wire_density.png
(4 px per um) 12 x 17 tiles, from black (low) to pale yellow (high), scaled to the fullest tile. Values are wire area over tile area, all layers added.
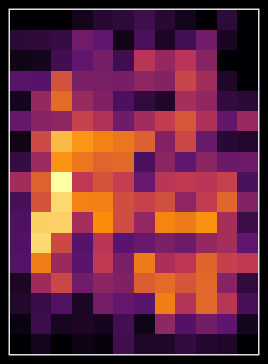
met3.png
(6 px per um)
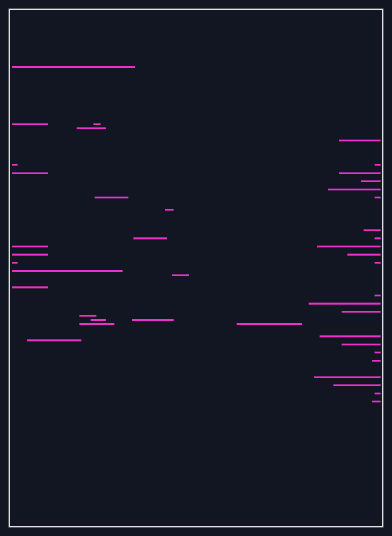
drive_strength.png
(6 px per um)
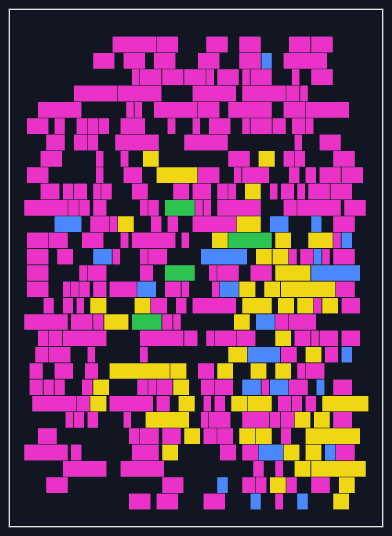
`src/rtl/tcm_pkg.sv`:
```
// Shared encodings for the two-counter machine sequencer: opcodes, IR field
// positions and FSM state codes.
package tcm_pkg;

  localparam logic [1:0] OP_INC   = 2'b00;
  localparam logic [1:0] OP_JZDEC = 2'b01;
  localparam logic [1:0] OP_JMP   = 2'b10;
  localparam logic [1:0] OP_HALT  = 2'b11;

  localparam int OP_HI   = 7;
  localparam int OP_LO   = 6;
  localparam int REG_BIT = 5;
  localparam int TGT_HI  = 4;
  localparam int TGT_LO  = 0;

  localparam logic [2:0] S_IDLE  = 3'd0;
  localparam logic [2:0] S_FETCH = 3'd1;
  localparam logic [2:0] S_LOAD  = 3'd2;
  localparam logic [2:0] S_EXEC  = 3'd3;
  localparam logic [2:0] S_HALT  = 3'd4;

endpackage

```
`src/rtl/tcm_decode.sv`:
```
// Combinational instruction decoder: splits the 8-bit IR into one-hot
// opcode flags, the register select and the jump target.
module tcm_decode
  import tcm_pkg::*;
(
  input  logic [7:0] ir,
  output logic       is_inc,
  output logic       is_jzdec,
  output logic       is_jmp,
  output logic       is_halt,
  output logic       reg_sel,
  output logic [4:0] target
);

  logic [1:0] op;

  assign op       = ir[OP_HI:OP_LO];
  assign is_inc   = (op == OP_INC);
  assign is_jzdec = (op == OP_JZDEC);
  assign is_jmp   = (op == OP_JMP);
  assign is_halt  = (op == OP_HALT);
  assign reg_sel  = ir[REG_BIT];
  assign target   = ir[TGT_HI:TGT_LO];

endmodule

```
`src/rtl/tcm_sequencer.sv`:
```
// Program sequencer for the two-counter machine: fetch/load/execute FSM that
// drives the A/B regfile and halts on HALT, counter overflow or watchdog.
module tcm_sequencer
  import tcm_pkg::*;
#(
  parameter int PC_W      = 5,
  parameter int DATA_W    = 8,
  parameter int MAX_STEPS = 1023
) (
  input  logic              CLK,
  input  logic              reset,
  input  logic              start,
  output logic              busy,
  output logic              done,
  output logic              error,
  output logic [PC_W-1:0]   pc,
  output logic [9:0]        steps,
  output logic [PC_W-1:0]   imem_addr,
  input  logic [7:0]        imem_data,
  output logic              rf_we,
  output logic              rf_dest,
  output logic              rf_srcA,
  output logic [DATA_W-1:0] rf_wb,
  input  logic [DATA_W-1:0] rf_r1
);

  logic [2:0]        state;
  logic [7:0]        ir;
  logic              is_inc, is_jzdec, is_jmp, is_halt, reg_sel;
  logic [4:0]        target;
  logic [PC_W-1:0]   target_pc;
  logic [PC_W-1:0]   pc_next;
  logic [9:0]        steps_inc;
  logic [DATA_W-1:0] wb_val;
  logic              r1_zero, r1_max, overflow, write_ok, watchdog_hit;

  tcm_decode u_decode (
    .ir       (ir),
    .is_inc   (is_inc),
    .is_jzdec (is_jzdec),
    .is_jmp   (is_jmp),
    .is_halt  (is_halt),
    .reg_sel  (reg_sel),
    .target   (target)
  );

  assign target_pc    = PC_W'(target);
  assign r1_zero      = (rf_r1 == '0);
  assign r1_max       = &rf_r1;
  assign overflow     = is_inc && r1_max;
  assign write_ok     = is_inc ? !r1_max : (is_jzdec && !r1_zero);
  assign wb_val       = is_inc ? rf_r1 + DATA_W'(1) : rf_r1 - DATA_W'(1);
  assign steps_inc    = (&steps) ? steps : steps + 10'd1;
  assign watchdog_hit = !is_halt && (steps_inc == 10'(MAX_STEPS));

  always_comb begin
    pc_next = pc;
    if (is_inc)
      pc_next = pc + PC_W'(1);
    else if (is_jzdec)
      pc_next = r1_zero ? target_pc : pc + PC_W'(1);
    else if (is_jmp)
      pc_next = target_pc;
  end

  // Reset gates the write so an instruction caught mid-EXEC leaves the regfile untouched.
  assign busy      = (state == S_FETCH) || (state == S_LOAD) || (state == S_EXEC);
  assign done      = (state == S_HALT);
  assign imem_addr = pc;
  assign rf_srcA   = reg_sel;
  assign rf_dest   = reg_sel;
  assign rf_we     = (state == S_EXEC) && !reset && write_ok;
  assign rf_wb     = (state == S_EXEC) ? wb_val : '0;

  always_ff @(posedge CLK) begin
    if (reset) begin
      state <= S_IDLE;
      pc    <= '0;
      steps <= '0;
      ir    <= '0;
      error <= 1'b0;
    end else begin
      case (state)
        S_IDLE, S_HALT: begin
          if (start) begin
            pc    <= '0;
            steps <= '0;
            error <= 1'b0;
            state <= S_FETCH;
          end
        end
        S_FETCH: state <= S_LOAD;
        S_LOAD: begin
          ir    <= imem_data;
          state <= S_EXEC;
        end
        S_EXEC: begin
          steps <= steps_inc;
          // Overflow halts before the pc moves so the faulting address stays visible.
          if (overflow) begin
            error <= 1'b1;
            state <= S_HALT;
          end else begin
            pc <= pc_next;
            if (is_halt) begin
              state <= S_HALT;
            end else if (watchdog_hit) begin
              error <= 1'b1;
              state <= S_HALT;
            end else begin
              state <= S_FETCH;
            end
          end
        end
        default: state <= S_IDLE;
      endcase
    end
  end

endmodule

```
`config.mk`:
```
export PLATFORM = sky130hd
export DESIGN_NAME = tcm_sequencer
export DESIGN_NICKNAME = d
export VERILOG_FILES = /design/src/rtl/tcm_pkg.sv /design/src/rtl/tcm_decode.sv /design/src/rtl/tcm_sequencer.sv
export SDC_FILE = /design/constraint.sdc
export NUM_CORES = 1
export LEC_CHECK = 0
export CORE_AREA = 2 2 60 84
export CTS_CLUSTER_DIAMETER = 40
export DETAILED_ROUTE_END_ITERATION = 6
export DIE_AREA = 0 0 62 86
export PLACE_DENSITY_LB_ADDON = 0.08
export RECOVER_POWER = 50
export SYNTH_ARGS = -nofsm -noshare
export SYNTH_HDL_FRONTEND = slang
export SYNTH_SLANG_ARGS = --single-unit
```
`constraint.sdc`:
```
create_clock -name CLK -period 2.3 [get_ports CLK]
set_input_delay 0.46 -clock CLK [delete_from_list [all_inputs] [get_ports CLK]]
set_output_delay 0.46 -clock CLK [all_outputs]
set_load 0.01 [all_outputs]
```
==> flow_metrics.env <==
# yosys + openroad results
export IMPL_antenna_found_initial=0
export IMPL_drt_met1_wl_um=2200
export IMPL_cts_root_buf="clkbuf_8"
export IMPL_cp_top_family="simple AND/OR/NAND/NOR gates"
export IMPL_core_um2=4540
export IMPL_ys_chip_area_um2=1950
export IMPL_ys_cells=239
export IMPL_post_cts_buffers=4
export IMPL_finalSetupViolCount=7
export IMPL_finalWorstSetupSlack_ns=-0.378
export IMPL_fp_nets=267
export IMPL_die_h_um=86
export IMPL_layout_top_cells="buf_4 (38), nor2_1 (30), dfxtp_1 (26)"
export IMPL_clock_power_share_pct=13.1
export IMPL_drtAntennaViolNets=0
export IMPL_finalCritPeriodShare_pct=116
export IMPL_layout_drive_gt1_share_pct=25.0
export IMPL_drv_cap=0
export IMPL_status="finished with violations"
export IMPL_failed_checks="setup timing"
export IMPL_largest_reg_flops=10
export IMPL_synth_flops=27
export IMPL_r2r_end="steps[3]$_SDFFE_PP0P_"
export IMPL_cts_sinks=27
export IMPL_detailed_place_hpwl_um=4180
export IMPL_drt_iter0_markers=105
export IMPL_p_sw_mw=0.798
export IMPL_comb_share_pct=47.1
export IMPL_seq_cells=27
export IMPL_ys_sh_simple_pct=26.0
export IMPL_crit_arrival_ns=2.22
export IMPL_worst_r2r_cell_count=5
export IMPL_dp_slack_ns=-0.883
export IMPL_totalPowerFinal_mw=2.13
export IMPL_clkLatencyLatePin_ns=0.28
export IMPL_required_ns=1.84
export IMPL_nets=345
export IMPL_vias_per_cell=5.33
export IMPL_finClkSkew_ns=0.00620
export IMPL_taps=62
export IMPL_ys_seq_share_pct=27.8
export IMPL_critical_path_class="flip-flop to output port"
export IMPL_fillerInstances=437
export IMPL_hold_viol_final=0
export IMPL_top_layer_used="met4"
export IMPL_fp_util_pct=42.9
export IMPL_final_clkbuf_count=3
export IMPL_drv_slew=0
export IMPL_holdPathStages=2
export IMPL_hp_start="imem_addr[4]$_SDFFE_PP0P_"
export IMPL_cp_depth=8
export IMPL_wl_per_cell_um=14.2
export IMPL_power_density_nw_per_um2=752
export IMPL_met3_usage_pct=2.71
export IMPL_ys_sh_mux_pct=6.75
export IMPL_synth_main_ff_cell="dfxtp_1"
export IMPL_hold_buffers=0
export IMPL_met1_usage_pct=24.3
export IMPL_comb_power_mw=1.27
export IMPL_reg2reg_from="steps[2]$_SDFFE_PP0P_"
export IMPL_cts_htree_levels=1
export IMPL_gp_congestion=0.851
export IMPL_async_reset_ff_share_pct=0
export IMPL_cp_max_fo=6
export IMPL_grt_max_degree=19
export IMPL_fmax_mhz=373
export IMPL_nMultiInputCombCells=181
export IMPL_fp_dieW_um=62
export IMPL_ys_sh_aoi_pct=23.2
export IMPL_power_report_internal_total_mw=1.33
export IMPL_antenna_cells=0
export IMPL_synth_warnings=0
export IMPL_syn_inst=239
export IMPL_common_cells="nor2_1 (30), dfxtp_1 (27), a21oi_1 (17)"
export IMPL_swShare_pct=37.5
export IMPL_area_delta_synth_final_pct=45.2
export IMPL_dp_cells=369
export IMPL_grt_use_met2_pct=38.3
export IMPL_lay_top_count="buf_4"
export IMPL_clock_area_share_pct=1.73
export IMPL_busiest_layer="met2"
export IMPL_buffers=92
export IMPL_vias=2013
export IMPL_seq_share_pct=19.2
export IMPL_synth_area_top_cells="dfxtp_1 (28%), mux2i_1 (6.2%), nor2_1 (5.8%)"
export IMPL_yosysMostFrequentCell="nor2_1"
export IMPL_cts_resized=53
export IMPL_synth_cellmix_xorXnorShare_pct=1.80
export IMPL_cpMaxStageDelayCell="or4_4"
export IMPL_logic_family="simple AND/OR/NAND/NOR gates"
export IMPL_clockBufferDepth=2
export IMPL_start_kind="flip-flop"
export IMPL_cts_buffers=3
export IMPL_postPlaceCellArea_um2=2700
export IMPL_dieArea_um2=5330
export IMPL_ir_drop_mv=0.396
export IMPL_period_needed_ns=2.68
export IMPL_wl_met3_um=226
export IMPL_p_comb_share_pct=59.6
export IMPL_maxSlewHeadroom_pct=42.8
export IMPL_fin_util_pct=62.3
export IMPL_yosys_area_top_type_share_pct=27.8
About wire_density.png:
tiles over half the peak: 27%
mean over tiles: 0.16
fullest tile: 0.46
nearly empty tiles: 5.9%

About met3.png:
wire length on this layer: 226 um
share of all routed wire: 4.2%
main direction: horizontal
longest straight run: 20.2 um
nets with wire on the layer: 39

About drive_strength.png:
[drive 3 to 4] yellow | cells: 53
[drive 2] blue | cells: 22
[drive 1 or less] magenta | cells: 237
[drive 6 and up] green | cells: 4

